<file path="src/rtl/conv_pkg.sv">
// Shared definitions for the convolution datapath: image/kernel geometry,
// result and address widths, and the feature-map writer state encoding.
package conv_pkg;

    localparam int IMG_W  = 28;
    localparam int IMG_H  = 28;
    localparam int KSIZE  = 3;
    localparam int OUT_W  = IMG_W - KSIZE + 1;
    localparam int OUT_H  = IMG_H - KSIZE + 1;
    localparam int DATA_W = 16;
    localparam int ADDR_W = 10;
    localparam int ROW_W  = 5;
    localparam int COL_W  = 5;

    // Most negative signed result; the running maximum starts here.
    localparam logic [DATA_W-1:0] DATA_MIN = {1'b1, {(DATA_W-1){1'b0}}};

    typedef enum logic [0:0] {
        IDLE    = 1'b0,
        CAPTURE = 1'b1
    } state_t;

    // Signed greater-than on raw result vectors.
    function automatic logic signed_gt(input logic [DATA_W-1:0] a,
                                       input logic [DATA_W-1:0] b);
        return ($signed(a) > $signed(b));
    endfunction

endpackage

</file>
<file path="src/rtl/conv_fmap_addr_gen.sv">
// Raster walk over the 26x26 feature map. row/col track the 2-D position so
// the final pixel can be recognised; addr is a separate running counter so
// the RAM address never needs a row*OUT_W multiply.
module conv_fmap_addr_gen
    import conv_pkg::*;
(
    input  logic              clk,
    input  logic              rst,
    input  logic              clr,
    input  logic              inc,
    output logic [ADDR_W-1:0] addr,
    output logic              last
);

    logic [ROW_W-1:0]  row_r;
    logic [COL_W-1:0]  col_r;
    logic [ADDR_W-1:0] addr_r;
    logic              col_last_s;

    assign col_last_s = (col_r == COL_W'(OUT_W - 1));
    assign last       = col_last_s && (row_r == ROW_W'(OUT_H - 1));
    assign addr       = addr_r;

    // Position counters: clear on frame start, advance once per written pixel.
    always_ff @(posedge clk or posedge rst) begin
        if (rst) begin
            row_r  <= {ROW_W{1'b0}};
            col_r  <= {COL_W{1'b0}};
            addr_r <= {ADDR_W{1'b0}};
        end else if (clr) begin
            row_r  <= {ROW_W{1'b0}};
            col_r  <= {COL_W{1'b0}};
            addr_r <= {ADDR_W{1'b0}};
        end else if (inc) begin
            if (col_last_s) begin
                col_r <= {COL_W{1'b0}};
                row_r <= row_r + ROW_W'(1);
            end else begin
                col_r <= col_r + COL_W'(1);
                row_r <= row_r;
            end
            addr_r <= addr_r + ADDR_W'(1);
        end else begin
            row_r  <= row_r;
            col_r  <= col_r;
            addr_r <= addr_r;
        end
    end

endmodule

</file>
<file path="src/rtl/conv_fmap_writer.sv">
// Sink of the convolution result stream. Captures one 26x26 frame into the
// feature-map RAM in raster order, pulses frame_done with the final write and
// reports the signed frame maximum. All outputs come straight from flops.
module conv_fmap_writer
    import conv_pkg::*;
(
    input  logic              clk,
    input  logic              rst,
    input  logic              start,
    input  logic              abort,
    input  logic              in_valid,
    input  logic [DATA_W-1:0] in_data,
    output logic              in_ready,
    output logic              wr_en,
    output logic [ADDR_W-1:0] wr_addr,
    output logic [DATA_W-1:0] wr_data,
    output logic              busy,
    output logic              frame_done,
    output logic [DATA_W-1:0] max_val,
    output logic              drop_err
);

    state_t            state_r;
    state_t            next_state_s;
    logic              accept_s;
    logic              write_s;
    logic              clr_s;
    logic              last_s;
    logic [ADDR_W-1:0] addr_s;

    logic              in_ready_r;
    logic              wr_en_r;
    logic [ADDR_W-1:0] wr_addr_r;
    logic [DATA_W-1:0] wr_data_r;
    logic              busy_r;
    logic              frame_done_r;
    logic [DATA_W-1:0] max_val_r;
    logic              drop_err_r;

    // in_ready is a flop that only rises in CAPTURE, so an accept implies CAPTURE.
    assign accept_s = in_valid & in_ready_r;
    // An abort in the same cycle as an accept cancels that pixel.
    assign write_s  = accept_s & ~abort;
    assign clr_s    = (state_r == IDLE) & start;

    conv_fmap_addr_gen u_addr_gen (
        .clk  (clk),
        .rst  (rst),
        .clr  (clr_s),
        .inc  (write_s),
        .addr (addr_s),
        .last (last_s)
    );

    // Next-state logic: arm on start, leave on abort or after the final pixel.
    always_comb begin
        next_state_s = state_r;
        case (state_r)
            IDLE: begin
                if (start) begin
                    next_state_s = CAPTURE;
                end else begin
                    next_state_s = IDLE;
                end
            end
            CAPTURE: begin
                if (abort) begin
                    next_state_s = IDLE;
                end else if (accept_s && last_s) begin
                    next_state_s = IDLE;
                end else begin
                    next_state_s = CAPTURE;
                end
            end
            default: begin
                next_state_s = IDLE;
            end
        endcase
    end

    // State register plus the flow-control flags that mirror it.
    always_ff @(posedge clk or posedge rst) begin
        if (rst) begin
            state_r    <= IDLE;
            in_ready_r <= 1'b0;
            busy_r     <= 1'b0;
        end else begin
            state_r    <= next_state_s;
            in_ready_r <= (next_state_s == CAPTURE);
            busy_r     <= (next_state_s == CAPTURE);
        end
    end

    // RAM write port: one-cycle latency; address/data hold when idle.
    always_ff @(posedge clk or posedge rst) begin
        if (rst) begin
            wr_en_r      <= 1'b0;
            wr_addr_r    <= {ADDR_W{1'b0}};
            wr_data_r    <= {DATA_W{1'b0}};
            frame_done_r <= 1'b0;
        end else if (write_s) begin
            wr_en_r      <= 1'b1;
            wr_addr_r    <= addr_s;
            wr_data_r    <= in_data;
            frame_done_r <= last_s;
        end else begin
            wr_en_r      <= 1'b0;
            wr_addr_r    <= wr_addr_r;
            wr_data_r    <= wr_data_r;
            frame_done_r <= 1'b0;
        end
    end

    // Frame maximum: restarted on frame start, updated by each written pixel.
    always_ff @(posedge clk or posedge rst) begin
        if (rst) begin
            max_val_r <= DATA_MIN;
        end else if (clr_s) begin
            max_val_r <= DATA_MIN;
        end else if (write_s && signed_gt(in_data, max_val_r)) begin
            max_val_r <= in_data;
        end else begin
            max_val_r <= max_val_r;
        end
    end

    // Sticky flag for results offered while no frame is being captured.
    always_ff @(posedge clk or posedge rst) begin
        if (rst) begin
            drop_err_r <= 1'b0;
        end else if (clr_s) begin
            drop_err_r <= 1'b0;
        end else if (in_valid && (state_r != CAPTURE)) begin
            drop_err_r <= 1'b1;
        end else begin
            drop_err_r <= drop_err_r;
        end
    end

    assign in_ready   = in_ready_r;
    assign wr_en      = wr_en_r;
    assign wr_addr    = wr_addr_r;
    assign wr_data    = wr_data_r;
    assign busy       = busy_r;
    assign frame_done = frame_done_r;
    assign max_val    = max_val_r;
    assign drop_err   = drop_err_r;

endmodule

</file>
<file path="config.mk">
export PLATFORM = sky130hd
export DESIGN_NAME = conv_fmap_writer
export DESIGN_NICKNAME = d
export VERILOG_FILES = /design/src/rtl/conv_pkg.sv /design/src/rtl/conv_fmap_addr_gen.sv /design/src/rtl/conv_fmap_writer.sv
export SDC_FILE = /design/constraint.sdc
export NUM_CORES = 1
export LEC_CHECK = 0
export ABC_AREA = 1
export CORE_ASPECT_RATIO = 0.9
export CORE_MARGIN = 10
export CORE_UTILIZATION = 50
export DETAILED_ROUTE_END_ITERATION = 7
export PLACE_DENSITY = 0.79
export SLEW_MARGIN = 20
export SYNTH_ARGS = -nofsm -noshare
export SYNTH_HDL_FRONTEND = slang
export SYNTH_SLANG_ARGS = --single-unit
</file>
<file path="constraint.sdc">
create_clock -name clk -period 4.2 [get_ports clk]
set_input_delay 0.63 -clock clk [delete_from_list [all_inputs] [get_ports clk]]
set_output_delay 0.63 -clock clk [all_outputs]
set_load 0.01 [all_outputs]
</file>
==> results.tsv, run 1 <==
metric	value	unit
status	finished clean	
io pins	68	
hpwl dp	5.93	mm
Post-DP Area	4000	um^2
Post-CTS Resized	0	
Total GRT Usage	16.1	%
Commonest flop	dfrtp_1	
mean post-synth cell area	8.54	um^2
via count of the first global-routing pass	2802	
DRT Wirelength	8.16	mm
Clock H-tree levels	3	
CP endpoint	max_val[10]	
Hold Crit Class	reg2reg	
clk buf depth	2	
RSZ-0062 raised after global routing	false	
async set-or-reset flop fraction in the synthesized netlist	100	%
number of enable flip-flop cells	0	
final instance area	4180	um^2
clock-pin slew on the worst setup and hold paths	70	ps
DR iter-0 viols	165	
Synth Instances	384	
M2 GR Usage	26.8	%
postcts setup bufs	0	
max-slew violations	0	
post-synthesis sequential area ratio	50.4	%
Final Hold Viols	0	
Unique masters post-synth	33	
final worst-path cycle share	58.2	%
Routed Antenna Nets	0	
Synth area leaders	dfrtp_1, nand2_1, ha_1	
TritonRoute pass-1 iters	5	
VDD IR max	0.302	mV
reg2reg path depth	10	
CTS tree	yes	
floorplan core density	52.5	%
routed len/inst	15.0	um
Nets	494	
crit-path max FO	17	
Slew headroom	43.4	%
Yosys top cell area share	49.6	%
minimum clock period	2440	ps
Leak	0.00197	uW
Clk Latency, worst-skew pair	350	ps
worst hold path startpoint	wr_data[1]	
Worst Hold Slack	482	ps
Syn Nets	426	
startpoint types	primary input	
total power	1850	uW
first-pass GRT wire length	13.6	mm
global route overflow	0	
initial antenna violation count	0	
r2r setup slk	1960	ps
Mapped Area	3280	um^2
Synth-to-Final Area Change	27.3	%
via count	2831	
Top Layer Used	met4	
most crowded layer after global routing	met2	
WP data required	4430	ps
hold depth	2	
power density over the cells	444	nW/um^2
Post-synth regs	66	
clk_skew	6.74	ps
DRC viols	0	
CTS Hold Buffers Added	0	
most frequent cells in the layout	nand2_1, clkdlybuf4s50_1, dfrtp_1	
WL met1	3.43	mm
maximum number of pins on one net before global-route repair	43	
post-synth top area cell	dfrtp_1	
met3 Use GR	6.02	%
crit path from	in_data[9]	
Slew @ Worst Pin	847	ps
pre-CTS setup slack	1430	ps
Worst setup EP type	flop	
FF-to-FF Start	max_val[15]	
# diodes	0	
setup violators final	0	
setup TNS	0	ps
Comb gate area	1350	um^2
yosys stat cell total	384	
Synth Warn #	0	
Core ar.	6250	um^2
kind of critical path	in2reg	
yosys stat area	3280	um^2
Fmax	0.409	GHz
maximum capacitance violations	0	
share of cells above drive strength 1	8.32	%
TritonCTS buffer count	9	
r2r endpoint	max_val[10]	
WL met2	3.99	mm
final worst slack	1760	ps
Die Area	10200	um^2
metal3 WL	621	um
vias per cell	5.20	
Routability Congestion	0.828	
fill cell count	531	
clock root cell	clkbuf_8	
row count	27	
Hold EP	wr_data[1]	
Critical Path AT	2680	ps
DP Cell Count	528	
Sinks on Clock Net	66	
tool warnings	28	
met1 usage	18.5	%
-- run 1: synth_stat cells (2+ instances only) --
library cell,number
nand4_1,2
buf_4,2
o21ai_0,24
inv_2,3
a21oi_1,16
buf_2,3
clkbuf_1,6
nand3_2,6
nor2_1,14
dfrtp_1,65
nor3_1,8
nor3b_1,2
nor2_2,3
o22ai_1,3
ha_1,21
nand3_1,35
inv_1,45
nand2_1,111
-- run 1: critical path, stage by stage --
cell             delay, ps
clkdlybuf4s50_1        520
ha_1                   350
nand2_1                 70
nand2_1                 40
nand3_1                 60
nand2_1                 60
a21oi_1                170
nand2_1                100
nand2_2                 80
nand3_2                320
nand3_1                190
nand2_1                 70
-- run 1: cell families (layout without fill, tap and decap cells) --
group / Yosys count / after routing / share of synthesized area [%]
XOR/XNOR: 1 / 1 / 0.267
flip-flops: 66 / 66 / 50.4
AND/OR/NAND/NOR: 185 / 185 / 25.1
multiplexers: 1 / 1 / 0.305
adder cells (fa/ha/maj): 21 / 21 / 8.01
AND-OR/OR-AND: 47 / 47 / 7.55
buffers and inverters: 63 / 136 / 8.43
-- run 1: registers in the layout, indices dropped and copies added, names as in the netlist --
| register | count |
|---|---|
| frame_done | 1 |
| u_addr_gen.addr | 10 |
| max_val | 16 |
| wr_data | 16 |
| busy | 1 |
| wr_en | 1 |
| drop_err | 1 |
| wr_addr | 10 |
| u_addr_gen.col_r | 5 |
| u_addr_gen.row_r | 5 |
-- run 1: final cells by class --
class                           count  area share [%]
Inverter                           49            4.40
Multi-Input combinational cell    255            32.4
Clock inverter                      6           0.989
Tap cell                           87            2.61
Timing Repair Buffer               71            16.8
Clock buffer                       10            3.30
Sequential cell                    66            39.6
-- run 1: power by group --
part	switching [uW]	internal (uW)	total, uW
Clock	251	230	481
Combinational	298	266	565
Sequential	74.6	733	807
==> run_1/pinout.png <==
Pins as bars across the die edge, other pins in gray.
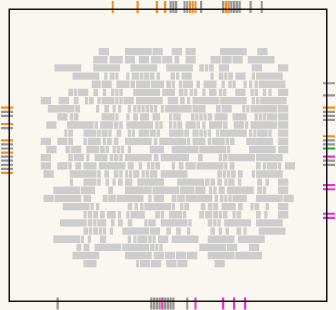
port	color	pins	direction	edge
`max_val`	orange	16	output	9 north, 5 west, 2 east
`wr_addr`	magenta	10	output	5 south, 5 east
`wr_en`	green	1	output	east
port bufs: 67
die height: 96.8 um
Die X: 105 um

==> run_1/ff_map.png <==
Other sequential cells in the stronger gray, the rest of the logic in the fainter gray.
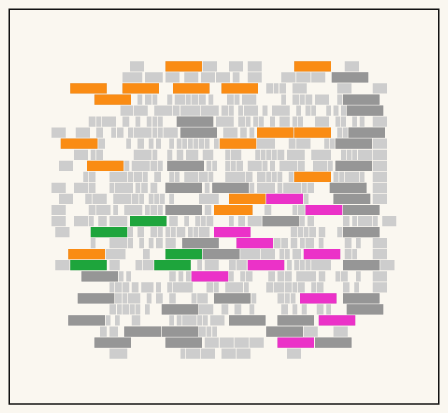
netlist name	color	sequential cells
`u_addr_gen.addr`	magenta	10
`u_addr_gen.row_r`	green	5
`max_val`	orange	16
not colored	35
Util after Layout: 66.8%
Seq area share: 39.6%
Seq. pwr: 807 uW
Reg area: 1650 um^2

==> run_1/gates.png <==
Scale bar: 20 um.
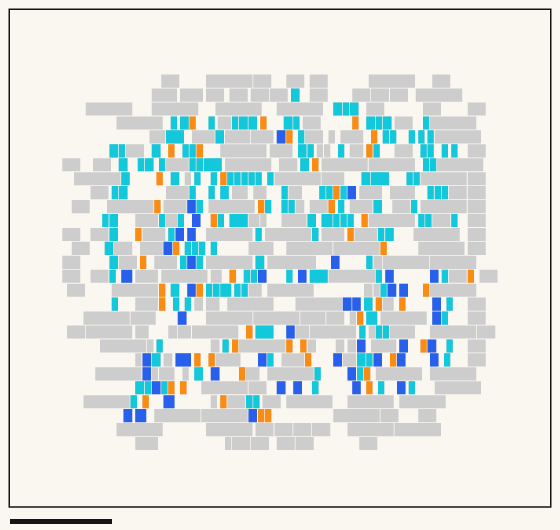
family	color	cells
aoi and oai cells	blue	45
nand cells	cyan	155
inv cells	orange	49
Post-Layout Cell Count: 544
logic share of the area: 32.4%
Top cell excl fill/tap: nand2_1

==> run_1/clock_nets.png <==
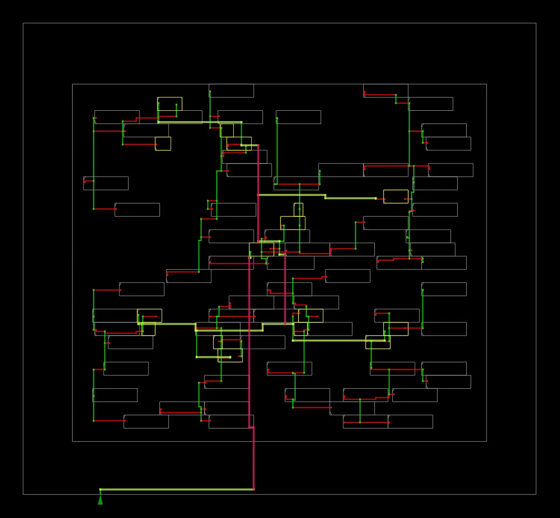

==> run 1 -> run 2 <==
Settings changed: CORE_UTILIZATION 50 to 46, PLACE_DENSITY 0.79 to 0.77.
Clock period 4.2 ns to 2.2 ns, I/O delays scaled along.
==> run_2/clock_nets.png <==
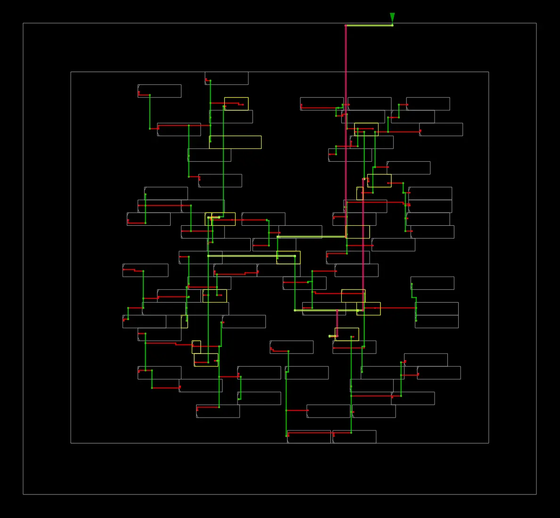
Clk Latency, worst-skew pair: 330 ps
flop count: 66
clk_skew: 5.85 ps

==> run_2/layers.png <==
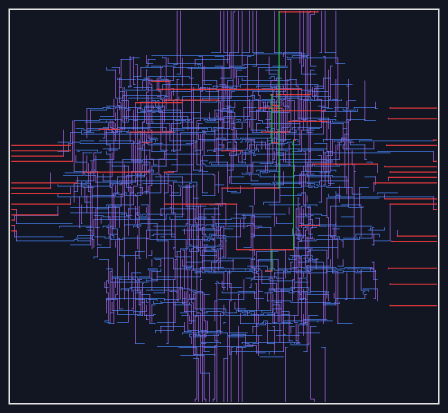
layer	color	wire length
M3	red	542 um
M4	green	90.4 um
M2	purple	4030 um
M1	blue	3620 um
routed len/inst: 14.6 um
DRT Wirelength: 8.28 mm

==> run_2/ff_map.png <==
Other sequential cells in the stronger gray, the rest of the logic in the fainter gray.
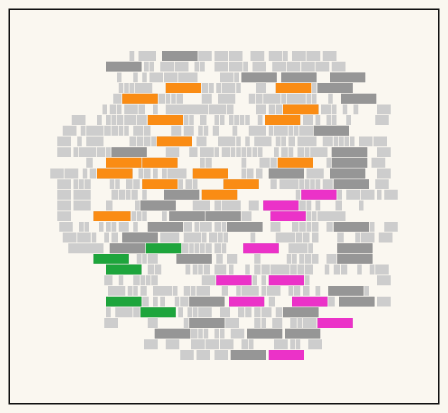
netlist name	color	sequential cells
`u_addr_gen.addr`	magenta	10
`max_val`	orange	16
`u_addr_gen.row_r`	green	5
Seq. pwr: 1540 uW
Seq area share: 37.9%
Util after Layout: 62.2%

==> results.tsv, run 2 <==
metric	value	unit	change
most crowded layer after global routing	met2		
Worst setup EP type	flop		
Die X	109	um	+3.4%
Leak	0.00207	uW	+5.1%
via count	2853		+0.78%
RSZ-0062 raised after global routing	false		
yosys stat cell total	384		unchanged
first-pass GRT wire length	14.1	mm	+3.5%
Routability Congestion	0.876		+5.9%
Core ar.	7000	um^2	+12%
status	finished clean		
pre-CTS setup slack	-27.9	ps	-1460 ps
Total GRT Usage	16.0	%	-0.037 points
NetSw	1160	uW	+86%
Slew @ Worst Pin	480	ps	-367 ps
yosys stat area	3280	um^2	unchanged
Yosys top cell area share	49.6	%	unchanged
clk buf depth	2		unchanged
clock root cell	clkbuf_8		
Net Sw Frac	31.4	%	-2.3 points
global route overflow	0		unchanged
Worst Hold Slack	342	ps	-139 ps
total power	3690	uW	+99%
Nets	511		+3.4%
most used cell, CP	nand2_1		
io pins	68		unchanged
hpwl dp	6.28	mm	+5.9%
Gate power share	30.8	%	+0.3 points
minimum clock period	2020	ps	
Sinks on Clock Net	66		unchanged
Mapped Area	3280	um^2	unchanged
DR iter-0 viols	132		-20%
metal3 WL	542	um	-13%
Final Hold Viols	0		unchanged
Die Area	10900	um^2	+6.9%
kind of critical path	reg2reg		
final worst slack	183	ps	-1570 ps
Slew headroom	68.0	%	+25 points
initial antenna violation count	0		unchanged
mean post-synth cell area	8.54	um^2	unchanged
WL met1	3.62	mm	+5.8%
power density over the cells	848	nW/um^2	+91%
CTS tree	yes		
Post-Layout Cell Count	567		+4.2%
WL met2	4.03	mm	+0.83%
TritonCTS buffer count	9		unchanged
DRC viols	0		unchanged
row count	29		+7.4%
reg2reg path depth	12		+2
FF-to-FF Start	max_val[15]		
critical path, cell by cell	inv_1, ha_4, nand2_1, nor2_2, nand2_1, clkinv_1, nand2_1, nand3_1, nand3_2, buf_4, nand3_1, nand2_1		
M2 GR Usage	26.0	%	-0.81 points
Commonest flop	dfrtp_1		
most frequent cells in the layout	nand2_1, clkdlybuf4s50_1, dfrtp_1		
WP data required	2420	ps	-2010 ps
final worst-path cycle share	91.7	%	
DP Cell Count	550		+4.2%
tool warnings	28		unchanged
post-synthesis sequential area ratio	50.4	%	unchanged
post-synth top area cell	dfrtp_1		
maximum capacitance violations	0		unchanged
setup violators final	0		unchanged
setup TNS	0	ps	unchanged
die height	100	um	+3.4%
Synth Warn #	0		unchanged
Synth Instances	384		unchanged
crit-path max FO	12		-5
CP max-delay cell	dfstp_2		
r2r setup slk	180	ps	-1780 ps
met3 Use GR	4.10	%	-1.9 points
Routed Antenna Nets	0		unchanged
Reg power frac	41.7	%	-1.9 points
Synth-to-Final Area Change	32.8	%	
Fmax	0.496	GHz	
met1 usage	20.3	%	+1.7 points
final instance area	4360	um^2	+4.3%
slowest stage delay, CP	550	ps	+30 ps
leading post-synthesis cells by instance count	nand2_1, dfrtp_1, inv_1, nand3_1, o21ai_0		
Syn Nets	426		unchanged
async set-or-reset flop fraction in the synthesized netlist	100	%	unchanged
Post-DP Area	4140	um^2	+3.5%
via count of the first global-routing pass	2906		+3.7%
Hold Crit Class	in2async		
vias per cell	5.03		-3.3%
Critical Path AT	2240	ps	-440 ps
Clk pwr share	27.5	%	+1.6 points
number of enable flip-flop cells	0		unchanged
Clock H-tree levels	3		unchanged
floorplan core density	46.8	%	-5.6 points
Int Pwr	2530	uW	+110%
max-slew violations	0		unchanged
Synth area leaders	dfrtp_1, nand2_1, ha_1		
Top cell excl fill/tap	nand2_1		
startpoint types	flop		
share of cells above drive strength 1	11.2	%	+2.9 points
TritonRoute pass-1 iters	4		-1
# diodes	0		unchanged
[run 2: cell types whose count changed in the layout (fill, tap and decap cells not counted), sizes merged]
cell	delta
bufinv	+1
inv	-1
clkinvlp	-3
clkinv	-1
clkbuf	+4
and2	+1
buf	+16
[run 2: critical path: cells and delay by family, from the launching register on]
kind,cells,cell delay [ps]
DFF,1,550
adders and majority gates,1,290
and+or+nand+nor,8,770
buffers and inverters,3,310
[run 2: how the worst max path moves through the flow]
stage,end,cells past startpoint,startpoint
global placement,max_val[6],12,in_data[15]
CTS,max_val[4],12,max_val[15]
floorplan,max_val[1],11,max_val[15]
detailed placement,max_val[11],12,in_data[15]
global route,max_val[5],11,max_val[15]
finish,max_val[3],12,max_val[15]
[run 2: cell families (layout without fill, tap and decap cells)]
group,count (synthesis),count (layout),synth area share [%]
AOI/OAI and AO/OA,47,47,7.55
xor gates and xnor gates,1,1,0.267
adders and majority gates,21,21,8.01
buffers and inverters,63,152,8.43
DFF,66,66,50.4
muxes,1,1,0.305
and+or+nand+nor,185,186,25.1
[run 2: what timing repair did]
action / in CTS / in global routing
endpoints found under the setup margin: 0 / 15
hold buffers: 0 / 0
gates resized: 0 / 1
[run 2: area by class of cell]
cell class | instances | area, um^2
Clock buffer | 14 | 163
Timing Repair Buffer | 87 | 833
Inverter | 49 | 184
Clock inverter | 2 | 35.0
Fill cell | 571 | 2650
Sequential cell | 66 | 1650
Tap cell | 93 | 116
Multi-Input combinational cell | 256 | 1370
[run 2: power by group through the flow]
stage / logic (uW) / clock network [uW] / registers (uW)
2_1_floorplan: 566 / 0 / 1600
3_3_place_gp: 1070 / 0 / 1550
5_1_grt: 1270 / 1090 / 1560
3_5_place_dp: 1110 / 0 / 1560
6_report: 1140 / 1020 / 1540
4_1_cts: 1120 / 1030 / 1540
==> run_2/pinout.png <==
Pins as bars across the die edge, other pins in gray.
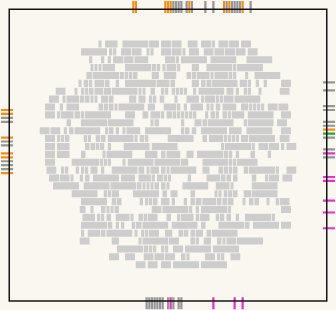

==> run 2 -> run 3 <==
Settings changed: CORE_UTILIZATION 46 to 40, PLACE_DENSITY 0.77 to 0.68.
==> run_3/pinout.png <==
Pins as bars across the die edge, other pins in gray.
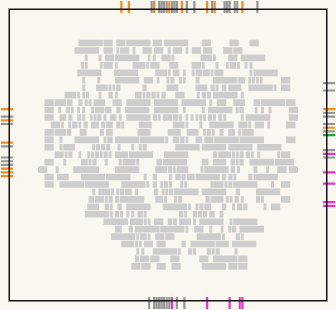
Die X: 115 um
die height: 106 um

==> run_3/clock_nets.png <==
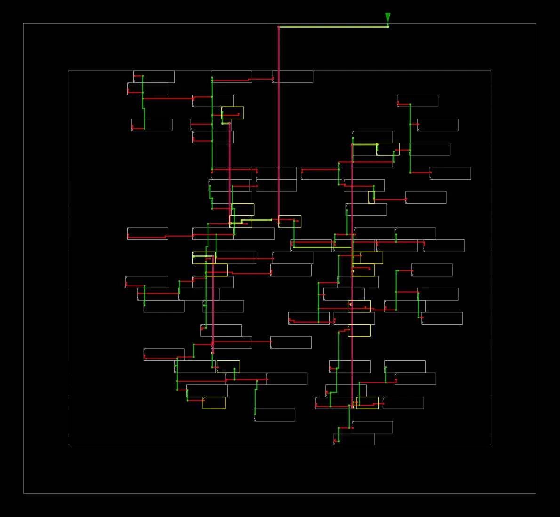
Clk Latency, worst-skew pair: 340 ps
Sinks on Clock Net: 66
clk pwr: 1010 uW

==> run_3/gates.png <==
Scale bar: 20 um.
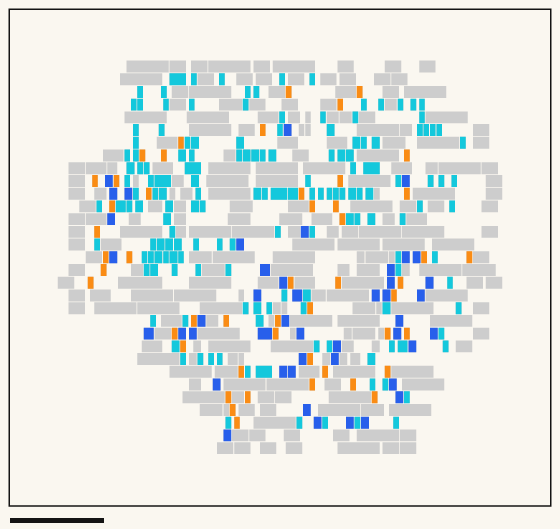
logic share of the area: 31.5%
Post-Layout Cell Count: 571

==> results.tsv, run 3 <==
metric	value	unit	change
post-synth top area cell	dfrtp_1		
fill cell count	724		+27%
CP max-delay cell	dfstp_2		
DRT Wirelength	7.98	mm	-3.7%
maximum capacitance violations	0		unchanged
kind of critical path	reg2reg		
Net Sw Frac	31.6	%	+0.21 points
critical path depth	12		unchanged
# diodes	0		unchanged
global route overflow	0		unchanged
r2r setup slk	230	ps	+40 ps
Comb gate area	1370	um^2	unchanged
floorplan core density	40.9	%	-6.0 points
critical path, cell by cell	inv_1, ha_4, nand2_1, nor2_2, nand2_1, clkinv_1, nand2_1, nand3_1, nand3_2, buf_4, nand3_1, nand2_1		
startpoint types	flop		
Final Hold Viols	0		unchanged
Unique masters post-synth	33		
Core ar.	8030	um^2	+15%
share of cells above drive strength 1	11.2	%	+0.047 points
clk_skew	9.56	ps	+3.71 ps
NetSw	1160	uW	about the same
Data buffer area share	18.8	%	-0.33 points
most used cell, CP	nand2_1		
Fmax	0.507	GHz	+2.3%
port bufs	67		
clock root cell	clkbuf_8		
Synth top cell by count	nand2_1		
async set-or-reset flop fraction in the synthesized netlist	100	%	unchanged
Synth-to-Final Area Change	32.6	%	about the same
most crowded layer after global routing	met2		
CP endpoint	max_val[2]		
io pins	68		unchanged
maximum number of pins on one net before global-route repair	67		
number of enable flip-flop cells	0		unchanged
Clk pwr share	27.4	%	about the same
Routed Antenna Nets	0		unchanged
status	finished clean		
crit path buf inv count	3		unchanged
clock network area share	4.63	%	+0.090 points
flop count	66		unchanged
final worst-path cycle share	89.7	%	-2.0 points
bufs w/o clock	85		-2.3%
Synth Instances	384		unchanged
metal3 WL	454	um	-16%
Top cell excl fill/tap	nand2_1		
Leak	0.00207	uW	-0.24%
minimum clock period	1970	ps	-44.8 ps
Nets	509		-0.39%
Gate power share	30.8	%	about the same
mean post-synth cell area	8.54	um^2	unchanged
Post-synth regs	66		
hpwl dp	5.93	mm	-5.6%
n_taps	99		+6.5%
Reg power frac	41.8	%	about the same
WL met1	3.72	mm	+2.7%
VDD IR max	0.344	mV	
clk_buf instances	15		+1
crit-path max FO	12		unchanged
top cell class by occupied area	flip-flops and latches		
initial antenna violation count	0		unchanged
CTS Hold Buffers Added	0		unchanged
clock-pin slew on the worst setup and hold paths	70	ps	
TritonRoute pass-1 iters	4		unchanged
final instance area	4350	um^2	about the same
Slew headroom	76.8	%	+8.8 points
first-pass GRT wire length	13.2	mm	-6.6%
M2 GR Usage	20.6	%	-5.4 points
Synth area leaders	dfrtp_1, nand2_1, ha_1		
slowest stage delay, CP	550	ps	about the same
routed len/inst	14.0	um	-4.4%
met3 Use GR	2.59	%	-1.5 points
Top Layer Used	met4		
DRC viols	0		unchanged
RSZ-0062 raised after global routing	false		
Yosys top cell area share	49.6	%	unchanged
Critical Path AT	2200	ps	-40 ps
Commonest flop	dfrtp_1		
Reg area	1650	um^2	unchanged
Die Area	12200	um^2	+12%
Post-DP Area	4130	um^2	-0.18%
reg2reg path depth	12		unchanged
Seq area share	38.0	%	about the same
WL met2	3.62	mm	-10%
Syn Nets	426		unchanged
tool warnings	28		unchanged
yosys stat area	3280	um^2	unchanged
vias per cell	4.82		-4.1%
Worst setup EP type	flop		
#MultiIn Comb	256		unchanged
total power	3670	uW	-0.73%
Hold Crit Class	in2async		
Crit path max-delay family	simple AND/OR/NAND/NOR gates		
post-synthesis sequential area ratio	50.4	%	unchanged
via count	2755		-3.4%
row count	31		+6.9%
CTS tree	yes		
Mapped Area	3280	um^2	unchanged
TritonCTS buffer count	9		unchanged
leading post-synthesis cells by instance count	nand2_1, dfrtp_1, inv_1, nand3_1, o21ai_0		
setup violators final	0		unchanged
clk buf depth	2		unchanged
Routability Congestion	0.780		-11%
yosys stat cell total	384		unchanged
Synth Warn #	0		unchanged
Int Pwr	2510	uW	-1.0%
max-slew violations	0		unchanged
via count of the first global-routing pass	2706		-6.9%
power density over the cells	843	nW/um^2	-0.64%
DR iter-0 viols	170		+29%
most frequent cells in the layout	nand2_1, clkdlybuf4s50_1, dfrtp_1		
Slew @ Worst Pin	345	ps	-135 ps
Clock H-tree levels	3		unchanged
Signal inverters	49		unchanged
Total GRT Usage	13.4	%	-2.6 points
crit path from	max_val[15]		
met1 usage	17.6	%	-2.7 points
r2r endpoint	max_val[2]		
FF-to-FF Start	max_val[15]		
WP data required	2420	ps	about the same
==> run 3: cell types whose count changed in the layout (fill, tap and decap cells not counted), sizes merged <==
cell / delta
buf: -2
bufinv: -1
clkbuf: +1
==> run 3: worst min-delay path by stage <==
| stage | endpoint | slack, ps | startpoint | depth (start not counted) |
|---|---|---|---|---|
| after floorplan | wr_data[10] | 440 | in_data[10] | 2 |
| final | wr_addr[8] | 380 | rst | 3 |
| after global placement | wr_data[2] | 460 | wr_data[2] | 2 |
| after global routing | wr_addr[8] | 410 | rst | 3 |
| after CTS | wr_data[5] | 400 | rst | 3 |
| after detailed placement | wr_data[5] | 470 | wr_data[5] | 2 |
==> run 3: cell families after synthesis <==
group	count (synthesis)	share of synthesized area, %
DFF	66	50.4
buffers and inverters	63	8.43
and+or+nand+nor	185	25.1
adders and majority gates	21	8.01
xor gates and xnor gates	1	0.267
AOI/OAI and AO/OA	47	7.55
muxes	1	0.305
==> run 3: metrics by stage <==
step	std cells	TNS [ps]	worst slack (ps)	hold slack, ps	util (%)
finish	571	0	228	384	54.2
global route	571	0	49.0	414	54.2
CTS	570	0	178	397	54.0
detailed placement	554	-82.5	-15.7	466	51.4
global placement	554	0	21.6	462	51.4
floorplan	384	0	207	440	-
==> run 3: power by group through the flow <==
| stage | registers [uW] | logic, uW | clock network, uW |
|---|---|---|---|
| 3_5_place_dp | 1550 | 1110 | 0 |
| 2_1_floorplan | 1600 | 566 | 0 |
| 5_1_grt | 1560 | 1260 | 1080 |
| 3_3_place_gp | 1550 | 1080 | 0 |
| 6_report | 1530 | 1130 | 1010 |
| 4_1_cts | 1530 | 1110 | 1020 |
==> run 3: repair_timing <==
action / in CTS / in global routing
resized: 0 / 1
setup endpoints to repair: 0 / 4
buffers inserted: 0 / 0
Power is estimated from default activity; no workload was simulated.
